File: src/rtl/uart_rx_ctrl.sv
// uart_rx_ctrl: UART receiver configuration hand-off FSM, receive byte FIFO and saturating event counters.
module uart_rx_ctrl #(
  parameter int DEPTH     = 4,
  parameter int PRESC_MIN = 8
) (
  input  logic       clk,
  input  logic       rst,
  input  logic       cfg_valid,
  output logic       cfg_ready,
  input  logic [5:0] cfg_prescale,
  input  logic       cfg_par_en,
  input  logic       cfg_par_typ,
  output logic       cfg_err,
  output logic [5:0] prescale,
  output logic       PAR_EN,
  output logic       PAR_TYP,
  output logic       rx_en,
  input  logic       rx_busy,
  input  logic [7:0] rx_data,
  input  logic       rx_data_valid,
  input  logic       rx_par_err,
  input  logic       rx_stp_err,
  output logic [7:0] out_data,
  output logic       out_valid,
  input  logic       out_ready,
  input  logic       clr_cnt,
  output logic [7:0] ovf_cnt,
  output logic [7:0] par_err_cnt,
  output logic [7:0] stp_err_cnt
);
  localparam int AW = $clog2(DEPTH);
  localparam logic [5:0] PMIN = 6'(PRESC_MIN);
  typedef enum logic [1:0] {RUN, DRAIN, APPLY, SETTLE} state_t;
  state_t        r_state;
  logic          r_settle;
  logic [7:0]    r_mem [DEPTH];
  logic [AW-1:0] r_wp, r_rp;
  logic [AW:0]   r_cnt;
  logic          r_dv_q, r_pe_q, r_se_q;
  logic          w_push, w_pop, w_full, w_wr, w_ovf, w_ok;
  function automatic logic [7:0] f_next(input logic [7:0] c, input logic inc, input logic clr);
    return clr ? 8'd0 : c + {7'd0, inc && c != 8'hFF};
  endfunction
  always_comb begin
    w_push = rx_data_valid & ~r_dv_q;
    w_pop  = (r_cnt != '0) & out_ready;
    w_full = r_cnt == (AW+1)'(DEPTH);
    w_wr   = w_push & (~w_full | w_pop);
    w_ovf  = w_push & w_full & ~w_pop;
    w_ok   = cfg_prescale >= PMIN;
  end
  assign out_valid = r_cnt != '0;
  assign out_data  = out_valid ? r_mem[r_rp] : 8'd0;
  // Receiver stays disabled from DRAIN through both SETTLE cycles so it restarts on clean settings
  always_ff @(posedge clk or posedge rst)
    if (rst) begin
      r_state   <= RUN;
      r_settle  <= 1'b0;
      rx_en     <= 1'b1;
      cfg_ready <= 1'b0;
      cfg_err   <= 1'b0;
      prescale  <= 6'd8;
      PAR_EN    <= 1'b1;
      PAR_TYP   <= 1'b0;
    end else begin
      cfg_ready <= 1'b0;
      cfg_err   <= 1'b0;
      case (r_state)
        RUN: if (cfg_valid) begin
          r_state <= DRAIN;
          rx_en   <= 1'b0;
        end
        DRAIN: if (!cfg_valid) begin
          r_state <= RUN;
          rx_en   <= 1'b1;
        end else if (!rx_busy) begin
          r_state   <= APPLY;
          cfg_ready <= 1'b1;
          cfg_err   <= ~w_ok;
        end
        APPLY: begin
          r_state  <= SETTLE;
          r_settle <= 1'b0;
          if (w_ok) begin
            prescale <= cfg_prescale;
            PAR_EN   <= cfg_par_en;
            PAR_TYP  <= cfg_par_typ;
          end
        end
        default: begin
          r_settle <= 1'b1;
          if (r_settle) begin
            r_state <= RUN;
            rx_en   <= 1'b1;
          end
        end
      endcase
    end
  always_ff @(posedge clk)
    if (w_wr) r_mem[r_wp] <= rx_data;
  always_ff @(posedge clk or posedge rst)
    if (rst) begin
      r_wp        <= '0;
      r_rp        <= '0;
      r_cnt       <= '0;
      r_dv_q      <= 1'b0;
      r_pe_q      <= 1'b0;
      r_se_q      <= 1'b0;
      ovf_cnt     <= 8'd0;
      par_err_cnt <= 8'd0;
      stp_err_cnt <= 8'd0;
    end else begin
      r_dv_q      <= rx_data_valid;
      r_pe_q      <= rx_par_err;
      r_se_q      <= rx_stp_err;
      if (w_wr) r_wp <= r_wp + 1'b1;
      if (w_pop) r_rp <= r_rp + 1'b1;
      r_cnt       <= r_cnt + (AW+1)'(w_wr) - (AW+1)'(w_pop);
      ovf_cnt     <= f_next(ovf_cnt, w_ovf, clr_cnt);
      par_err_cnt <= f_next(par_err_cnt, rx_par_err & ~r_pe_q, clr_cnt);
      stp_err_cnt <= f_next(stp_err_cnt, rx_stp_err & ~r_se_q, clr_cnt);
    end
endmodule

File: config.mk
export PLATFORM = sky130hd
export DESIGN_NAME = uart_rx_ctrl
export DESIGN_NICKNAME = d
export VERILOG_FILES = /design/src/rtl/uart_rx_ctrl.sv
export SDC_FILE = /design/constraint.sdc
export NUM_CORES = 1
export LEC_CHECK = 0
export CAP_MARGIN = 20
export CELL_PAD_IN_SITES_DETAIL_PLACEMENT = 0
export CELL_PAD_IN_SITES_GLOBAL_PLACEMENT = 1
export CORE_ASPECT_RATIO = 0.9
export CORE_UTILIZATION = 41
export CTS_CLUSTER_DIAMETER = 120
export DETAILED_ROUTE_END_ITERATION = 7
export GPL_TIMING_DRIVEN = 0
export PLACE_DENSITY = 0.79
export REMOVE_ABC_BUFFERS = 1
export SLEW_MARGIN = 20
export SYNTH_ARGS = -nofsm -noshare
export SYNTH_HDL_FRONTEND = slang
export SYNTH_SLANG_ARGS = --single-unit
export TNS_END_PERCENT = 50
File: constraint.sdc
create_clock -name clk -period 3 [get_ports clk]
set_clock_uncertainty 0.15 [all_clocks]
set_input_delay 0.3 -clock clk [delete_from_list [all_inputs] [get_ports clk]]
set_output_delay 0.3 -clock clk [all_outputs]
set_load 0.01 [all_outputs]
==> run_1/wires.png <==
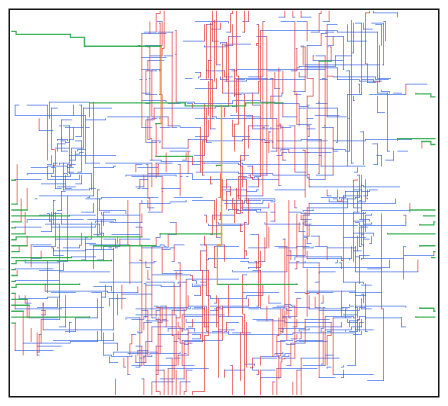
Orange stands for metal 4, wire length 59.4 microns. Green stands for metal 3, wire length 340 microns. Blue stands for metal 1, wire length 2740 microns. Red stands for metal 2, wire length 2870 microns.
via count of the routed design: 2117
overall track demand over capacity in global routing: 0.1510
routed len/inst: 14.34 microns

==> run_1/clk_routes.png <==
Scale bar: 20 microns.
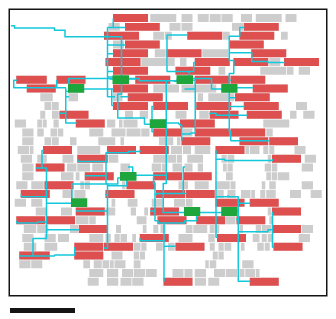
Green stands for clock drivers, count 9. Cyan stands for clock wires, length 905 microns. Red stands for flip-flops, count 80.
There are 10 routed clock nets.
clock network power consumption: 792 uW
share of total power in the clock network: 0.241
worst skew pair latency: 0.34 ns

==> writeup.txt, run 1 <==
The flow ran to the end, but the final reports show violations. The checks that failed: design-rule violations. Between the synthesized netlist and the finished layout, the area growth was recorded as 29.59%. The multiplexer share of the synthesized area works out to 0.08432. Of all cell types, the one taking the most synthesized area is dfrtp_1. The run gives 80 as the count of flip-flops and latches. In this run the cell area of the synthesized design comes to 3383 sq um. After routing, the total negative slack on setup checks comes to 0 ns.

The kind of cell with the highest combined delay along the critical path is flip-flops. The number of maximum-capacitance violations recorded for the run is 0. For the number of buffers added by the clock tree synthesis step, the log shows 9. 149 cells are multi-input combinational gates. With the number of gates resized after CTS at 0, the post-layout period usage of the worst path is 0.9178. Path depth of the worst reg2reg path: 6. The most frequently used library cell after synthesis is dfrtp_1. The area share of xor/xnor cells in the synthesized design is 0.03624.

For reference, the most critical setup path is categorized as flop to output pin. The number of remaining DRC errors was 7. The run gives 0.2424 as the met2 usage in global routing. The cell at the root of the clock tree was clkbuf_8. Maximum achievable frequency: 363.2 MHz. The final timing report lists a hold violation count of 0.

The arrival time of data at the worst endpoint is listed as 2.30 ns. Internal power comes to 2.347 mW. The tools report the yosys warning tally as 0. The first global-routing pass estimated 9949 microns of wire.

The tally of OpenROAD warnings was 28; the post-route minimum period was 2.753 ns. The register-to-register path setup slack came out at 0.62 ns. The run gives 0.4940 for the sequential cell area share. During I/O placement, the number of pins put on the boundary was 69.

The flow reported a cell area power density of 750.6 nW/um^2. The launch point of the critical path is r_rp[0]. After detailed routing, no signal wire sits above met4. The die outline area was 8620 sq um.

With the final weighted congestion of routability-driven global placement at 0.6897, the area share of the leading cell type in the synthesized netlist is 0.3328. With the logic depth of the worst path, buffers included at 3, the number of non-clock buffers is 69. The run gives 32 for the number of flops mapped to enable cells by yosys. The adder-cell share of the synthesized area was 0.04660; the number of endpoints failing setup at the final stage was 0. r_mem holds more flip-flops than any other register.

The power report puts the net switching power at 944.1 uW. The net switching share of the total power was 0.2869. TritonCTS built the clock tree.

The capture point of the worst register-to-register path is recorded as r_cnt[2]. The sequential share of power is 0.462, and the portion of the layout cell area used by clock cells is 0.04623. The AND-OR/OR-AND share of the synthesized area came out at 0.04327. The logic share of the area came out at 0.2666.

Nets still carrying antenna violations after routing amount to 0. The worst-case IR drop observed on VDD is 0.5705 mV. After layout, the clock buffer instance count stands at 9.

The count of hold-fix buffers inserted at cts was 0; the placeable core region was 8029 sq um. The met2 wire length was 2870 microns. Cell with the largest stage delay on the worst path: dfrtp_1. Synthesis produced a netlist whose cell count is 241. Die outline width: 97.76 microns.

Leaving out fill and tap cells, the most frequent cells in the layout are clkdlybuf4s50_1 (68), dfrtp_1 (45), edfxtp_1 (32). The tools report the post-route total power as 3.291 mW. The worst-case setup margin in the final layout is 0.2465 ns, and the number of standard cells reported by yosys is 241.

The floorplan report lists the tap cell count as 99. Looking at the max-slew report, the worst-margin pin has a slew of 0.9088 ns. The global route stage reports its total congestion overflow as 0. The summed standard-cell area reported by yosys came out at 3383 sq um. The leakage component of the power was reported as 1.677 nW. STA reports the tightest min-delay check as being of type input pin to asynchronous set/reset pin. The tools report the post-placement cell area as 4182 sq um. Sorting the synthesized cells by how often they occur yields dfrtp_1 (45), edfxtp_1 (32), a21oi_1 (13), nand3_1 (12), nor2_1 (12). The most used flip-flop cell after synthesis is dfrtp_1.
==> run_1/layer_met3.png <==
Scale bar: 20 microns.
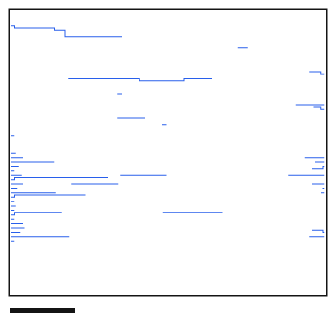
37 nets have wire on it. The layer holds 5.7% of the routed length. The layer carries 340 microns of wire. The wires run mostly horizontal. The longest straight run is 28.7 microns.
wire length reported by the detailed router: 6009 microns
met3 GRT Util: 0.06145

==> run_1/detail.png <==
Region (29, 6) to (69, 46) microns. Cells in grey, sequential cells in the stronger grey; small squares are vias.
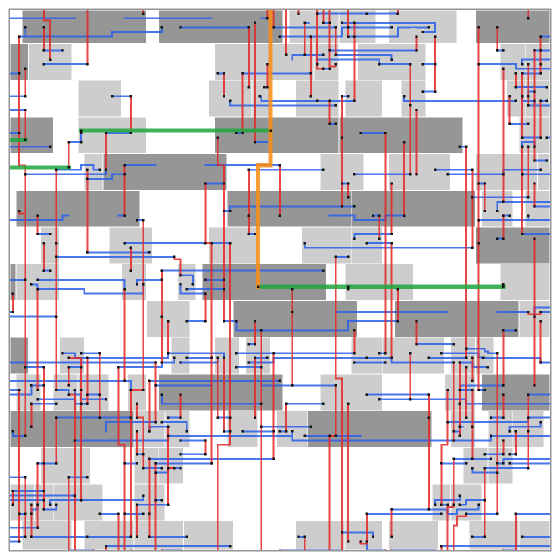
Red stands for metal 2. Green stands for metal 3. Blue stands for metal 1. Orange stands for metal 4.
Netlist names of flops here include stp_err_cnt (6), par_err_cnt (4), ovf_cnt (3). Most frequent: dfrtp_1 (17), clkdlybuf4s50_1 (12). 95 logic cells have their middle in the window. Sequential cells in the window: 17.

==> run 1 -> run 2 <==
--- a/config.mk
+++ b/config.mk
@@ -5,7 +5,7 @@
 export SDC_FILE = /design/constraint.sdc
 export NUM_CORES = 1
 export LEC_CHECK = 0
-export CAP_MARGIN = 20
+export CAP_MARGIN = 30
 export CELL_PAD_IN_SITES_DETAIL_PLACEMENT = 0
 export CELL_PAD_IN_SITES_GLOBAL_PLACEMENT = 1
 export CORE_ASPECT_RATIO = 0.9
==> run_2/layer_met3.png <==
Scale bar: 20 microns.
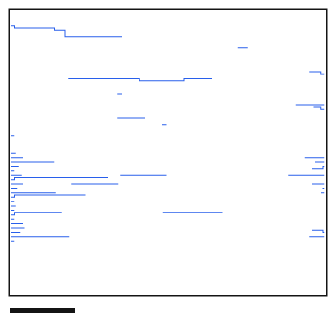
The longest straight run is 28.7 microns. 37 nets have wire on it. The wires run mostly horizontal. The layer holds 5.7% of the routed length. The layer carries 340 microns of wire.

==> run 2 against run 1 <==
  * The run still ends with design-rule violations left
  * Area after synthesis is the same
  * Power unchanged
  * Combinational power barely moved
  * Critical path depth unchanged
  * Sequential share of layout area did not move
  * Fmax unchanged
  * Sequential power about the same
  * Non-clock buffer count stayed put
  * Utilization unchanged
  * Via count unchanged
==> writeup.txt, run 2 <==
The flow ran to the end, but the final reports show violations. The checks that failed: design-rule violations. The placeable core region came out at 8029 sq um (unchanged).

The run gives 2.30 ns (about the same) as the data arrival time at the worst-slack endpoint. The remaining global-route overflow was 0 (unchanged). The tools report the number of logic gates as 149 (unchanged). The number of non-clock buffers was 69 (unchanged).

The primary flip-flop cell chosen by synthesis mapping was dfrtp_1. The run gives 0 (unchanged) for the yosys warning tally. Ranking logic cells in the layout by count gives the top entries clkdlybuf4s50_1 (68), dfrtp_1 (45), edfxtp_1 (32). The tools report the terminus of the critical flop-to-flop path as r_cnt[2]. The final routed wire length divided by cell count was 14.34 microns (unchanged); the logic depth of the worst path, buffers included was 3 (unchanged).

For this design, the slowest cell found on the critical path is dfrtp_1. The run gives 9 (unchanged) for the number of buffers added by the clock tree synthesis step. The run gives 0.2666 (unchanged) for the logic share of the area. The number of remaining DRC errors is 7 (unchanged), and the met3 capacity usage during global routing is 0.06145 (unchanged). Most common cell in the synthesized netlist: dfrtp_1. Counting flops per register, the top entry is r_mem. With the total global routing track utilization at 0.1510 (unchanged), the count of flip-flops and latches is 80 (unchanged). By count the netlist is led by dfrtp_1 (45), edfxtp_1 (32), a21oi_1 (13), nand3_1 (12), nor2_1 (12).

With the AND-OR/OR-AND share of the synthesized area at 0.04327 (unchanged), the maximum resistive drop on vdd is 0.5705 mV (unchanged). On the critical path the largest part of the delay comes from flip-flops. The clock latency on the worst-skew pair was 0.34 ns (about the same); the remaining antenna violation count was 0 (unchanged).

The final sum of negative setup slack came out at 0 ns (unchanged). The post-layout period usage of the worst path is 0.9178 (unchanged). The tally of OpenROAD warnings is 28 (unchanged), and the met2 usage in global routing is 0.2424 (unchanged). The top routing layer in use was met4.

The clock buffer count is 9 (unchanged). The run gives 2.347 mW (unchanged) as the internal portion of total power. The post-route minimum period was 2.753 ns (unchanged). The tools report the first-pass GRT wire length as 9949 microns (unchanged). The synthesis-to-finish area growth is 29.59% (unchanged).

The post-route total power came out at 3.291 mW (unchanged). The run gives 0 (unchanged) as the number of gates resized after CTS. Worst-case setup margin in the final layout: 0.2465 ns (unchanged). The net switching share of the total power was 0.2869 (unchanged). For the met2 wire length, the log shows 2870 microns (unchanged).

The run gives 4182 sq um (unchanged) as the post-placement cell area. The sequential cell area share is 0.4940 (unchanged), and the power in the clock group is 792 uW (about the same). The run gives 8620 sq um (unchanged) for the die outline area. The sequential share of power is 0.462 (about the same), and the number of endpoints failing setup at the final stage is 0 (unchanged).
==> run 2 -> run 3 <==
--- a/config.mk
+++ b/config.mk
@@ -10,10 +10,11 @@
 export CELL_PAD_IN_SITES_GLOBAL_PLACEMENT = 1
 export CORE_ASPECT_RATIO = 0.9
 export CORE_UTILIZATION = 41
-export CTS_CLUSTER_DIAMETER = 120
+export CTS_CLUSTER_DIAMETER = 100
 export DETAILED_ROUTE_END_ITERATION = 7
 export GPL_TIMING_DRIVEN = 0
 export PLACE_DENSITY = 0.79
+export RECOVER_POWER = 100
 export REMOVE_ABC_BUFFERS = 1
 export SLEW_MARGIN = 20
 export SYNTH_ARGS = -nofsm -noshare
==> run_3/clk_routes.png <==
Scale bar: 20 microns.
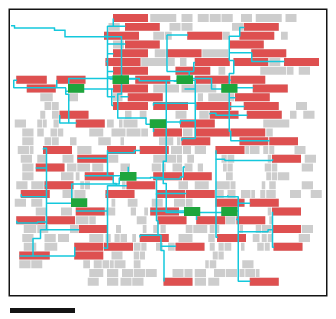
Cyan stands for clock wires, length 922 microns. Green stands for clock drivers, count 9. Red stands for flip-flops, count 80.
There are 10 routed clock nets. Position of the flops: spread over the die.
share of total power in the clock network: 0.245
clock network power consumption: 794 uW

==> run 3 against run 2 <==
  * The flow still finishes with violations (design-rule violations)
  * Area after synthesis unchanged
  * Combinational power fell by 4.9%
  * Cell count unchanged
==> writeup.txt, run 3 <==
With the final routed wire length divided by cell count at 14.32 microns (-0.13%), the amount of wire on met3 after detailed routing is 340 microns. The run gives 0.04327 (unchanged) for the AND-OR/OR-AND share of the synthesized area. The worst-case setup margin in the final layout was 0.2443 ns (-0.002239 ns). With the post-route minimum period at 2.756 ns (+0.002239 ns), the maximum resistive drop on vdd is 0.5698 mV (-0.12%). The total global routing track utilization is 0.1510 (unchanged). The tools report the number of max-slew violations in the final report as 0.

The number of logic gates was 149 (unchanged); the yosys warning tally was 0 (unchanged). Counting flops per register, the top entry is r_mem. For the count of flip-flops and latches, the log shows 80 (unchanged).

Per the run report, area growth between synthesis and finish was 28.77%. Met2 usage in global routing: 0.2424 (unchanged). The net switching share of the total power came out at 0.2901 (+0.003200).

For the number of remaining DRC errors, the log shows 7 (unchanged). The final sum of negative setup slack is 0 ns (unchanged). The number of gates resized after CTS came out at 0 (unchanged).

With the sequential cell area share at 0.4971 (+0.003121), the first-pass GRT wire length is 9949 microns (unchanged). The number of non-clock buffers is 69 (unchanged), and the met2 wire length is 2851 microns (-0.66%). The post-placement cell area is 4182 sq um (unchanged), and the remaining global-route overflow is 0 (unchanged).

Signal routing reaches up to met4. The run finished, with violations left. The final reports fail on design-rule violations. The most common logic cells in the final layout are dlygate4sd3_1 (48), dfrtp_1 (45), edfxtp_1 (32).

The tally of OpenROAD warnings was 28 (unchanged). The run gives 2.301 mW (-2.0%) for the internal portion of total power. For the sequential group, total power comes out at 1.52 mW. Per the STA report, the cell with the highest stage delay on the worst path is dfrtp_1. The run gives 3.241 mW (-1.5%) as the post-route total power. With the clock latency on the worst-skew pair at 0.34 ns (about the same), the placeable core region is 8029 sq um (unchanged). The run gives 8620 sq um (unchanged) for the die outline area. Terminus of the critical flop-to-flop path: r_cnt[2]. The run gives 3 (unchanged) for the logic depth of the worst path, buffers included. The met3 capacity usage during global routing was 0.06145 (unchanged). The most common cell in the synthesized netlist is dfrtp_1. The largest share of the power goes to sequential cells.

Logic share of the area: 0.2636 (-0.002911). The post-layout period usage of the worst path was 0.9186 (about the same). For this run, the leading register cell type out of synthesis is dfrtp_1. For the clock buffer count, the log shows 9 (unchanged).
Power is estimated from default activity; no workload was simulated.
